`src/rtl/regfile_write_arbiter.sv`:
```
// Round-robin share of the register-file write port between the ALU (A) and load (B) writeback paths; 1-cycle handshake-to-RegWrite.
// Write stage never back-pressures; Hold freezes grants only. Optional forwarding output under `RWA_BYPASS_EN.
module regfile_write_arbiter #(
  parameter int DATA_W     = 8,
  parameter int ADDR_W     = 3,
  parameter bit FIRST_PRIO = 1'b0
) (
  input  logic              Clk,
  input  logic              Reset,
  input  logic              Hold,
  input  logic              A_Valid,
  input  logic [ADDR_W-1:0] A_Reg,
  input  logic [DATA_W-1:0] A_Data,
  output logic              A_Ready,
  input  logic              B_Valid,
  input  logic [ADDR_W-1:0] B_Reg,
  input  logic [DATA_W-1:0] B_Data,
  output logic              B_Ready,
  output logic              RegWrite,
  output logic [ADDR_W-1:0] Write_Reg_Num,
  output logic [DATA_W-1:0] Write_Data,
  input  logic [ADDR_W-1:0] Read_Reg_Num,
  output logic              Read_Hazard,
`ifdef RWA_BYPASS_EN
  output logic [DATA_W-1:0] Fwd_Data,
`endif
  output logic              Last_Grant
);

  // Reset to the opposite requester so FIRST_PRIO wins the first tie.
  localparam logic LG_RST = !FIRST_PRIO;

  logic              reg_write_q, reg_write_d;
  logic [ADDR_W-1:0] wr_num_q, wr_num_d;
  logic [DATA_W-1:0] wr_data_q, wr_data_d;
  logic              last_grant_q, last_grant_d;
  logic              a_ready, b_ready;

  always_comb begin
    a_ready      = 1'b0;
    b_ready      = 1'b0;
    reg_write_d  = 1'b0;
    wr_num_d     = wr_num_q;
    wr_data_d    = wr_data_q;
    last_grant_d = last_grant_q;

    if (!Reset && !Hold) begin
      if (A_Valid && (!B_Valid || last_grant_q)) begin
        a_ready = 1'b1;
      end else if (B_Valid) begin
        b_ready = 1'b1;
      end
    end

    if (a_ready) begin
      reg_write_d  = 1'b1;
      wr_num_d     = A_Reg;
      wr_data_d    = A_Data;
      last_grant_d = 1'b0;
    end else if (b_ready) begin
      reg_write_d  = 1'b1;
      wr_num_d     = B_Reg;
      wr_data_d    = B_Data;
      last_grant_d = 1'b1;
    end
  end

  always_ff @(posedge Clk or posedge Reset) begin
    if (Reset) begin
      reg_write_q  <= 1'b0;
      wr_num_q     <= '0;
      wr_data_q    <= '0;
      last_grant_q <= LG_RST;
    end else begin
      reg_write_q  <= reg_write_d;
      wr_num_q     <= wr_num_d;
      wr_data_q    <= wr_data_d;
      last_grant_q <= last_grant_d;
    end
  end

  assign A_Ready       = a_ready;
  assign B_Ready       = b_ready;
  assign RegWrite      = reg_write_q;
  assign Write_Reg_Num = wr_num_q;
  assign Write_Data    = wr_data_q;
  assign Last_Grant    = last_grant_q;
  // Register file sees the old value while a write to the same register is in the write stage.
  assign Read_Hazard   = reg_write_q && (wr_num_q == Read_Reg_Num);

`ifdef RWA_BYPASS_EN
  assign Fwd_Data = Read_Hazard ? wr_data_q : '0;
`endif

endmodule

```
`config.mk`:
```
export PLATFORM = sky130hd
export DESIGN_NAME = regfile_write_arbiter
export DESIGN_NICKNAME = d
export VERILOG_FILES = /design/src/rtl/regfile_write_arbiter.sv
export SDC_FILE = /design/constraint.sdc
export NUM_CORES = 1
export LEC_CHECK = 0
export CELL_PAD_IN_SITES_DETAIL_PLACEMENT = 1
export CELL_PAD_IN_SITES_GLOBAL_PLACEMENT = 1
export CORE_MARGIN = 10
export CORE_UTILIZATION = 27
export DETAILED_ROUTE_END_ITERATION = 6
export PLACE_DENSITY = 0.75
export SYNTH_ARGS = -nofsm -noshare
export SYNTH_HDL_FRONTEND = slang
export SYNTH_SLANG_ARGS = --single-unit
```
`constraint.sdc`:
```
create_clock -name Clk -period 1.75 [get_ports Clk]
set_input_delay 0.35 -clock Clk [delete_from_list [all_inputs] [get_ports Clk]]
set_output_delay 0.35 -clock Clk [all_outputs]
set_load 0.03 [all_outputs]
```
**Placement by cell class**

The bar under the picture is 20 µm long.
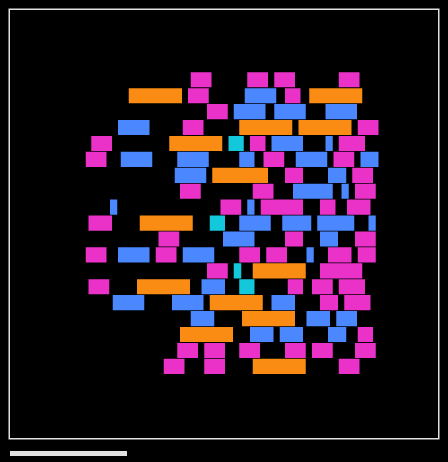
class	colour	cells	share of their area
clock drivers and dummy loads	cyan	4	2.0%
other buffers and delay cells	magenta	52	40%
flip-flops	orange	13	25%
all other logic	blue	37	33%
post-route core utilization: 49.7%
standard-cell row count: 19
post-route cell area: 1360 µm²
fraction of area in registers: 24.0%

**Floorplan with the power grid**

Pins as bars on the die edge. Tap cells in grey.
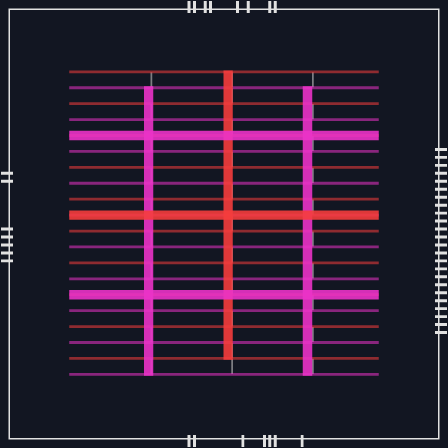
net	colour
VSS	magenta
VDD	red
met4 straps	3
rows	19
signal pins	46
met5 straps	3
vertical extent of the die: 73.1 µm
maximum vdd ir drop: 675 µV
die boundary width: 73.1 µm
core region area: 2730 µm²

**Clock network drawn from the DEF**

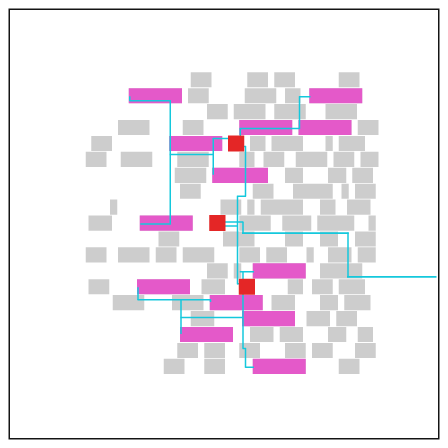
[clock wires] cyan | length: 201 µm
[cells driving clock nets] red | count: 3
[flip-flops] magenta | count: 13
routed clock nets	4
Clock net power: 0.184 mW
clock network latency to the later pin of the worst-skew pair: 0.27 ns
portion of total power attributed to the clock network: 15.5%
clock skew after layout: 0.00490 ns

**Congestion heat map**

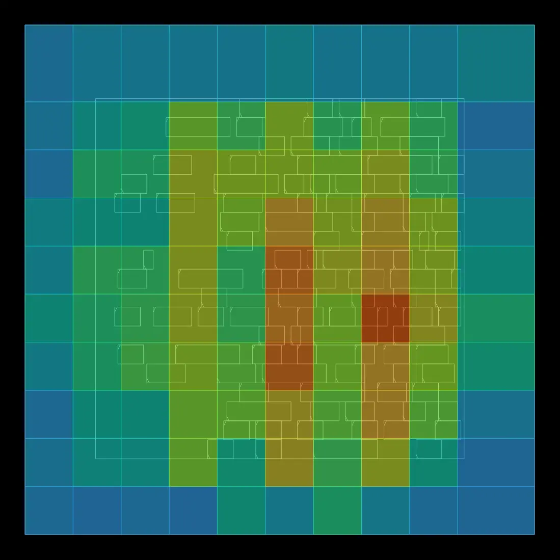
met2 track demand over resource: 14.8%
Most Used Layer, Global Route: met2
wire length per cell after detailed routing: 18.7 µm
global-route track usage on met3: 4.76%

==> run summary <==
Numbers from the implementation run.

The pre-CTS worst setup slack is -0.296 ns. The largest fanout on the critical path is 3. The critical path goes through nand2b_4, nand3_4, buf_12, inv_1, buf_6. The synthesis-stage register bit count is 13. Per the detailed-route log, wirelength across all metal layers totals 2570 µm. The share of the cycle needed by the critical path after routing is 97.0%. The Yosys chip area is between 700 and 800 µm². The script parses the final routing iteration and logs DRC violations as 0.

The post-placement cell area is 1280 µm². Summed over all failing endpoints, the final setup total negative slack is 0 ns. The number of DRC markers after the initial detailed-route iteration is 22. During synthesis, Yosys emitted a total of 0 warnings.

In this run, CTS created clock tree buffers numbering 3. The number of cells in Yosys stat is ~52. The placed wire-length estimate after detailed placement is 2010 µm. The tally of non-filler cells in the final layout is ~140.

The sequential cell area is 327 µm². The arrival time at the worst endpoint is about 1.4 ns. The initial antenna violation count is 0. The worst register-to-register path has a depth of 5.

The buffer levels on the longest clock path is 2. For the worst setup path, the data required time is 1.40 ns. The cts-stage hold buffer count is 0. The top cell type by area accounts for 39.4% of the synthesized area.

The count of nets after finishing is 137. Entering global routing, the biggest net connects 14 pins. The worst-case register-to-register setup slack is 0.23 ns.

The tree is rooted in a sky130_fd_sc_hd__clkbuf_4. Synthesis produced a netlist with a net count of 82. Per the CTS log, the maximum H-tree level is 1. The total area of multi-input combinational cells is between 400 and 500 µm². The maximum clock frequency is roughly 590 MHz. The layout summary lists the proportion of cells stronger than drive strength 1 as 38.7%. The critical path's slowest cell is sky130_fd_sc_hd__dfstp_2. The cell count after synthesis is 52.

Total power for the finished layout comes to about 1.2 mW. The layout filler cell count is about 290. The run finished with clean final reports. The count of endpoints failing setup in the final report is 0. The antenna violation net count after detailed routing is 0.

The cell area that synthesis handed to floorplanning was 762 µm². The synthesis report lists the most area-consuming cells as sky130_fd_sc_hd__dfrtp_1 (39%), sky130_fd_sc_hd__mux2_4 (32%), sky130_fd_sc_hd__mux2_2 (8.9%). The via count of the first global-routing pass came to between 600 and 700. Across all hold checks on the routed design, the worst slack comes to 0.322 ns.

The routed layout has 614 vias. The most critical min-delay path falls under primary input to asynchronous set/reset pin. The clock input transition at the sequential cells of the worst setup and hold paths is about 0.080 ns. In this run the power density over the cells is 869 nW/µm².

The leakage power figure is 0.640 nW. The kind of start point of the critical path is a register. In this run, placement finished with an instance count of 131. The pre-antenna-repair detailed-routing pass consisted of 3 iterations. The number of different library cells used by synthesis comes to 17. Per the gpl log, the routability congestion estimate is 0.755. The total die size is 5350 µm². The library cell occupying the most area in the post-synthesis netlist is sky130_fd_sc_hd__dfrtp_1.

The startpoint of the worst register-to-register path is Last_Grant. The number of input and output port buffers inserted is 45. The detail-routed via count per cell is 4.48.

At the pin with the least slew margin, the transition time is 0.533 ns.
[flip-flops by register name, summed over array words and instances, names as in the netlist]
signal and count:
RegWrite 1, Last_Grant 1, Write_Reg_Num 3, Write_Data 8
[report_power, final]
group	switching, mW	internal (mW)	total, mW
clock	0.0953	0.0882	0.184
sequential	0.0429	0.368	0.411
combinational	0.255	0.331	0.586
[kinds of logic after synthesis]
kind of cell | Yosys count | synth area share (%)
XOR/XNOR | 3 | 3.45
buffers and inverters | 5 | 5.58
AND-OR/OR-AND | 2 | 1.64
flip-flops | 13 | 42.9
AND/OR/NAND/NOR | 7 | 6.07
multiplexers | 22 | 40.4
[layout make-up]
type / instances / area share [%]
clock buffers: 4 / 1.93
repair buffers: 52 / 39.3
flip-flops and latches: 13 / 24.0
well taps: 31 / 2.85
inverters: 3 / 0.829
multi-input cells: 34 / 31.0
[worst max-delay path: cells and delay by family (launching register included)]
| family | cells | cell delay, ns |
|---|---|---|
| simple gates | 2 | 0.21 |
| buf+inv | 3 | 0.32 |
| flops | 1 | 0.55 |
[synth_stat cells (all sizes together)]
cell and count:
nand3 1, nand2 2, nor3 1, xor2 2
nor3b 1, dfstp 1, o21a 1, a21oi 1
buf 2, nand2b 1, nor2 1, dfrtp 12
xnor2 1, inv 3, mux2 22
[what timing repair did]
item | CTS | global route
gates resized | 10 | 4
endpoints found under the setup margin | 3 | 4
buffers inserted | 2 | 0
pin swaps | 1 | 0
[per-layer routing]
metal,global-route usage [%],wire (µm),vias up
met5,0,0,-
met3,4.76,318,2
li1,-,-,289
met1,10.0,966,288
met2,14.8,1270,35
met4,4.43,14,0
[cell usage in the layout (no fill, tap or decap)]
cell type,n
sky130_fd_sc_hd__clkdlybuf4s50_1,35
sky130_fd_sc_hd__mux2_4,16
sky130_fd_sc_hd__dfrtp_1,12
sky130_fd_sc_hd__mux2_2,6
sky130_fd_sc_hd__buf_4,5
sky130_fd_sc_hd__dlygate4sd2_1,4
sky130_fd_sc_hd__inv_1,3
sky130_fd_sc_hd__clkbuf_4,3
sky130_fd_sc_hd__dlymetal6s2s_1,3
sky130_fd_sc_hd__buf_6,3
sky130_fd_sc_hd__nand2_1,2
sky130_fd_sc_hd__xor2_1,2
sky130_fd_sc_hd__buf_12,2
sky130_fd_sc_hd__dfstp_2,1
sky130_fd_sc_hd__nor2_1,1
sky130_fd_sc_hd__nand2b_4,1
sky130_fd_sc_hd__nand3_4,1
sky130_fd_sc_hd__nor3b_4,1
sky130_fd_sc_hd__a21oi_2,1
sky130_fd_sc_hd__xnor2_1,1
sky130_fd_sc_hd__nor3_2,1
sky130_fd_sc_hd__o21a_1,1
sky130_fd_sc_hd__clkbuf_1,1
[worst max-delay path by stage]
| stage | from | end | slack (ns) | cells after the start |
|---|---|---|---|---|
| 3_3_place_gp | Reset | Write_Reg_Num[0] | -0.22 | 5 |
| 3_5_place_dp | Reset | B_Ready | -0.30 | 6 |
| 5_1_grt | Reset | B_Ready | -0.003 | 6 |
| 4_1_cts | Last_Grant | A_Ready | 0.02 | 5 |
| 2_1_floorplan | Last_Grant | A_Ready | 0.05 | 4 |
| 6_report | Last_Grant | A_Ready | 0.05 | 5 |
No activity file was given, so power comes from the tool's default toggle rates.
